### src/rtl/i2c_tx_byte_shifter.sv
// Responder-side I2C transmit shifter: loads a byte on a master read, drives it MSB-first on SDA
// (open-drain, falling SCL edge), then samples the master's ACK. Optional I2C_TX_BYTECOUNT_EN adds tx_count.
module i2c_tx_byte_shifter #(
    parameter int DATA_W = 8
) (
    input  logic              SCL,
    input  logic              rst,
    input  logic [DATA_W-1:0] data_i,
    input  logic              load_tx,
    input  logic              stop_det,
    input  logic              sda_i,
    output logic              sda_oe,
    output logic              tx_busy,
    output logic              tx_done,
`ifdef I2C_TX_BYTECOUNT_EN
    output logic [7:0]        tx_count,
`endif
    output logic              nack_rcvd
);

    localparam int CNT_W = $clog2(DATA_W + 1);

    typedef enum logic [1:0] {
        S_IDLE  = 2'd0,
        S_SHIFT = 2'd1,
        S_ACK   = 2'd2
    } state_t;

    state_t            r_state, w_state_nxt;
    logic [DATA_W-1:0] r_shreg, w_shreg_nxt;
    logic [CNT_W-1:0]  r_bit_cnt, w_bit_cnt_nxt;
    logic              r_tx_done, w_tx_done_nxt;
    logic              r_nack, w_nack_nxt;

    // NOTE: every signal gets its default before the case so no path leaves it unassigned (no latch).
    always_comb begin
        w_state_nxt   = r_state;
        w_shreg_nxt   = r_shreg;
        w_bit_cnt_nxt = r_bit_cnt;
        w_tx_done_nxt = 1'b0;
        w_nack_nxt    = 1'b0;
        if (stop_det) begin
            w_state_nxt = S_IDLE;
        end else begin
            case (r_state)
                S_IDLE: begin
                    if (load_tx) begin
                        w_shreg_nxt   = data_i;
                        w_bit_cnt_nxt = CNT_W'(DATA_W - 1);
                        w_state_nxt   = S_SHIFT;
                    end
                end
                S_SHIFT: begin
                    if (r_bit_cnt == '0) begin
                        w_state_nxt = S_ACK;
                    end else begin
                        w_shreg_nxt   = {r_shreg[DATA_W-2:0], 1'b0};
                        w_bit_cnt_nxt = r_bit_cnt - CNT_W'(1);
                    end
                end
                S_ACK: begin
                    if (!sda_i) begin
                        w_tx_done_nxt = 1'b1;
                        // A load at the ACK edge chains the next byte with no idle bit.
                        if (load_tx) begin
                            w_shreg_nxt   = data_i;
                            w_bit_cnt_nxt = CNT_W'(DATA_W - 1);
                            w_state_nxt   = S_SHIFT;
                        end else begin
                            w_state_nxt = S_IDLE;
                        end
                    end else begin
                        w_nack_nxt  = 1'b1;
                        w_state_nxt = S_IDLE;
                    end
                end
                default: w_state_nxt = S_IDLE;
            endcase
        end
    end

    // NOTE: sequential state uses non-blocking assignments so every register samples pre-edge values.
    always_ff @(negedge SCL) begin
        if (rst) begin
            r_state   <= S_IDLE;
            r_shreg   <= '0;
            r_bit_cnt <= '0;
            r_tx_done <= 1'b0;
            r_nack    <= 1'b0;
        end else begin
            r_state   <= w_state_nxt;
            r_shreg   <= w_shreg_nxt;
            r_bit_cnt <= w_bit_cnt_nxt;
            r_tx_done <= w_tx_done_nxt;
            r_nack    <= w_nack_nxt;
        end
    end

`ifdef I2C_TX_BYTECOUNT_EN
    logic [7:0] r_tx_count;

    // Cleared only by NACK, stop or reset; a clean ACK into IDLE keeps the running count.
    always_ff @(negedge SCL) begin
        if (rst || stop_det || w_nack_nxt) begin
            r_tx_count <= 8'd0;
        end else if (w_tx_done_nxt && r_tx_count != 8'hFF) begin
            r_tx_count <= r_tx_count + 8'd1;
        end
    end

    assign tx_count = r_tx_count;
`endif

    assign sda_oe    = (r_state == S_SHIFT) && !r_shreg[DATA_W-1];
    assign tx_busy   = (r_state != S_IDLE);
    assign tx_done   = r_tx_done;
    assign nack_rcvd = r_nack;

endmodule

### config.mk
export PLATFORM = sky130hd
export DESIGN_NAME = i2c_tx_byte_shifter
export DESIGN_NICKNAME = d
export VERILOG_FILES = /design/src/rtl/i2c_tx_byte_shifter.sv
export SDC_FILE = /design/constraint.sdc
export NUM_CORES = 1
export LEC_CHECK = 0
export ABC_CLOCK_PERIOD_IN_PS = 1570
export CORE_MARGIN = 2
export CORE_UTILIZATION = 43
export CTS_CLUSTER_SIZE = 16
export DETAILED_ROUTE_END_ITERATION = 10
export PLACE_DENSITY = 0.7
export SKIP_LAST_GASP = 1
export SLEW_MARGIN = 20
export SYNTH_ARGS = -nofsm -noshare
export SYNTH_HDL_FRONTEND = slang
export SYNTH_SLANG_ARGS = --single-unit
### constraint.sdc
create_clock -name SCL -period 1.57 [get_ports SCL]
set_input_delay 0.157 -clock SCL [delete_from_list [all_inputs] [get_ports SCL]]
set_output_delay 0.157 -clock SCL [all_outputs]
set_load 0.05 [all_outputs]
cell_density.png
Scale bar: 10 µm. 9 x 9 tiles, from white (low) to dark blue (high), 0 to 100% covered.
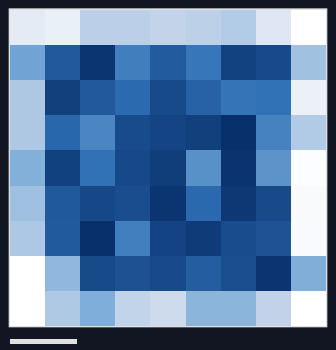
6.2% of the tiles are nearly empty. The densest ninth of the die: centre. The mean over all tiles is 61%. The fullest tile reaches 100%. 47% of the tiles are over 75% full.

io_fan.png
Scale bar: 10 µm.
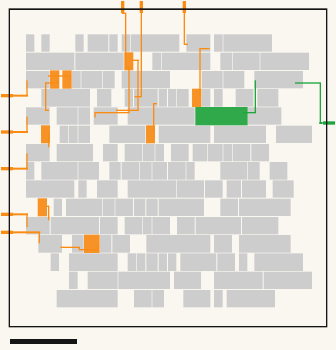
Key: green = `nack_rcvd` [bits 1, direction output, edge east, end cells 1, buffers 1, wire 16.5 µm]; orange = `data_i` [bits 8, direction input, edge 5 west, 3 north, end cells 8, buffers 8, wire 110 µm]

==> run summary <==
Implementation status.

- The routed layout reports a DRC error count of 0.
- For reference, the top cells by count after synthesis are 16 x sky130_fd_sc_hd__dfxtp_1, 15 x sky130_fd_sc_hd__nand2_1, 11 x sky130_fd_sc_hd__a21oi_1, 6 x sky130_fd_sc_hd__a311oi_1.
- Looking at the cell usage after synthesis, the top flip-flop cell is sky130_fd_sc_hd__dfxtp_1.
- The netlist area before placement is 798 µm².
- Per the skew report, the later register of the worst-skew pair sees a clock latency of around 0.38 ns.
- The sequential share of the synthesized area is 0.401.
- The startpoint identified for the worst hold timing path is r_shreg[2].
- The final hold violation count recorded for this run is 0.
- The total power per unit cell area is ~840 nW/µm².
- The part of the total power dissipated in combinational logic is 0.258.
- Once routing completed, OpenROAD measured the worst setup slack at -0.435 ns.
- The sum of overflow across all layers after global routing is 0.
- Setup repair after global routing could not meet its margin everywhere.
- The die footprint is 2220 µm².
- The buffer cell driving the clock tree root is sky130_fd_sc_hd__clkbuf_4.
- The count of library flops with an enable pin is 0.
- The critical path startpoint category is a register.
- The worst reg2reg path depth is 6.
- The floorplan-stage core utilization is 0.457.
- The die is approximately 47 µm wide.
- The met3 global-route usage is 0.0923.
- Yosys instantiated no cell more often than sky130_fd_sc_hd__dfxtp_1.
- The top-level I/O count is 17.
- The synthesized netlist contains 32 unique library cells.
- For this run, the script counts the antenna cells in the layout as 0.
- The met1 track utilization from global routing is 0.296.
- The worst max-slew margin expressed relative to the limit is 0.826.
- Among cell families on the critical path, the largest total delay comes from flip-flops.
- The buffer-and-inverter tally for the worst setup path is 1.
- RePlAce ended its routability-driven mode at a weighted congestion of between 0.7 and 0.8.
- The switching power is about 420 µW.
- The clock power share is 0.350.
- The deepest level of the CTS H-tree is 1.
- The initial antenna violation count was 0.
- The CTS tree is built.
- The number of instances in the synthesized netlist is roughly 87.
- The via count of the first global-routing pass is about 900.
- The number of nets at the end of the flow is ~150.
- The aggregate global-route resource usage is 0.260.
- The switching portion of total power comes to 0.361.
- Warnings raised by the tools during the run amount to between 40 and 50.
- The number of maximum-capacitance violations is 0.
- The yosys stat cell total is roughly 87.
- Per the detailed-route log, wirelength across all metal layers totals 2580 µm.
- The part of the power in registers is 0.392.
- The run finished, with violations left.
- The longest individual stage delay on the worst path is between 0.3 and 0.4 ns.
- Entering global routing, the biggest net connects 15 pins.
- The checks that failed: negative setup slack.
- The data required time of the critical path is 1.41 ns.
- Yosys reports the multiplexer fraction of the synthesized area as 0.
- The top-area cell type share of the netlist area is 0.401.
- The first global-routing pass estimated between 4000 and 5000 µm of wire.
- The final route contains between 900 and 1000 vias.
- The number of nets at floorplan is just over 100.
- In this run, the synthesized area fraction spent on xor and xnor cells is recorded as 0.
- Yosys reports a chip area of 798 µm².
- For reference, the top cells by area after synthesis are sky130_fd_sc_hd__dfxtp_1 40%, sky130_fd_sc_hd__nand2_1 7.1%, sky130_fd_sc_hd__a21oi_1 6.9%.
- The count of state elements after synthesis is 16.
- Per the OpenROAD floorplan log, the height of the die is between 40 and 50 µm.
- During synthesis, Yosys emitted a total of 0 warnings.
- The proportion of synthesized flip-flops having asynchronous set or reset is 0.
- The capturing point of the worst reg2reg path is r_shreg[6].
- In this run the worst setup path terminates at tx_busy.
- The register-to-register setup slack is 0.05 ns.
- The count of endpoints failing setup in the final report is 5.
- The total internal power is between 700 and 800 µW.
- The worst min-delay path category is reg -> reg.
- The critical setup path kind is reg -> out.
- Per the TritonCTS log, the buffer count is 3.
- In the routed layout, each cell is associated on average with a via count of 5.68.
- The cell-mix breakdown from Yosys lists the compound-gate area share as 0.290.
- Per the GRT log, the top usage layer is met2.
- The average size of a mapped cell is approximately 9 µm².
- The arrival time reported for the critical path endpoint is between 1.5 and 2 ns.
placement.png
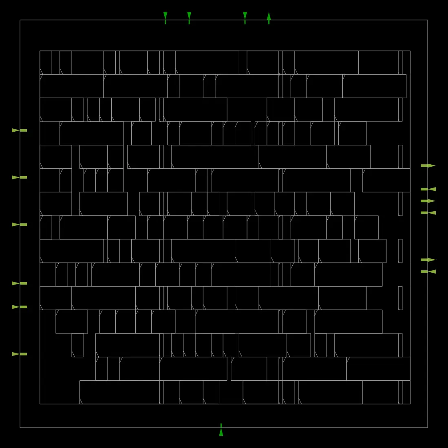
Core Util, Final: 0.789
tap cells: 25
Filler Cells Inserted: 118
number of cells in the finished layout apart from fillers: 164
number of standard-cell rows in the floorplan: 15

-- through the flow --
| step | util | area, µm² | std cells | setup slack, ns | setup TNS [ns] |
|---|---|---|---|---|---|
| finish | 0.789 | 1380 | 164 | -0.435 | -1.26 |
| floorplan | - | 818 | 87 | -0.291 | -0.842 |
| global placement | 0.658 | 1150 | 140 | -0.667 | -9.86 |
| detailed placement | 0.658 | 1150 | 140 | -0.716 | -10.01 |
| global route | 0.789 | 1380 | 164 | -0.468 | -1.40 |
| CTS | 0.755 | 1320 | 162 | -0.440 | -1.26 |
-- placed cells by master (no fill, tap or decap), drive strengths merged, types with 2 or more instances in the layout --
cell and n:
a21oi 11, a311oi 8, and3 2, buf 26, clkbuf 4, clkdlybuf4s50 8, dfxtp 16, inv 20
nand2 15, nand4 2, nor2 7, nor3 2, nor4 2
-- state kept, by name (all words and copies together), names as in the netlist --
name,flops
tx_done,1
nack_rcvd,1
r_bit_cnt,4
r_shreg,8
r_state,2
-- cell type report --
| cell class | instances | area [µm²] |
|---|---|---|
| tap | 25 | 31.3 |
| fill | 118 | 368 |
| timing repair buffer | 36 | 394 |
| multi-input combinational | 63 | 523 |
| clock buffer | 3 | 22.5 |
| inverter | 4 | 15.0 |
| clock inverter | 17 | 65.1 |
| sequential | 16 | 327 |
-- repair_timing --
action,in CTS,in global routing
cloned,3,0
hold buffers,0,0
pin swaps,6,6
endpoints found under the setup margin,20,11
buffers inserted,1,2
resized,27,8
-- routing by layer --
metal	up-vias	share of wire	wire length (µm)
met5	-	0	0
met4	0	0.022	57
met3	9	0.048	125
met2	44	0.51	1320
met1	446	0.42	1080
li1	433	-	-
-- power groups by stage --
stage	Combinational, µW	Clock, µW	Sequential, µW
floorplan	125	66.4	454
global placement	231	66.4	454
detailed placement	234	66.4	455
CTS	265	403	450
global route	316	455	453
finish	298	403	452
Power is estimated from default activity; no workload was simulated.
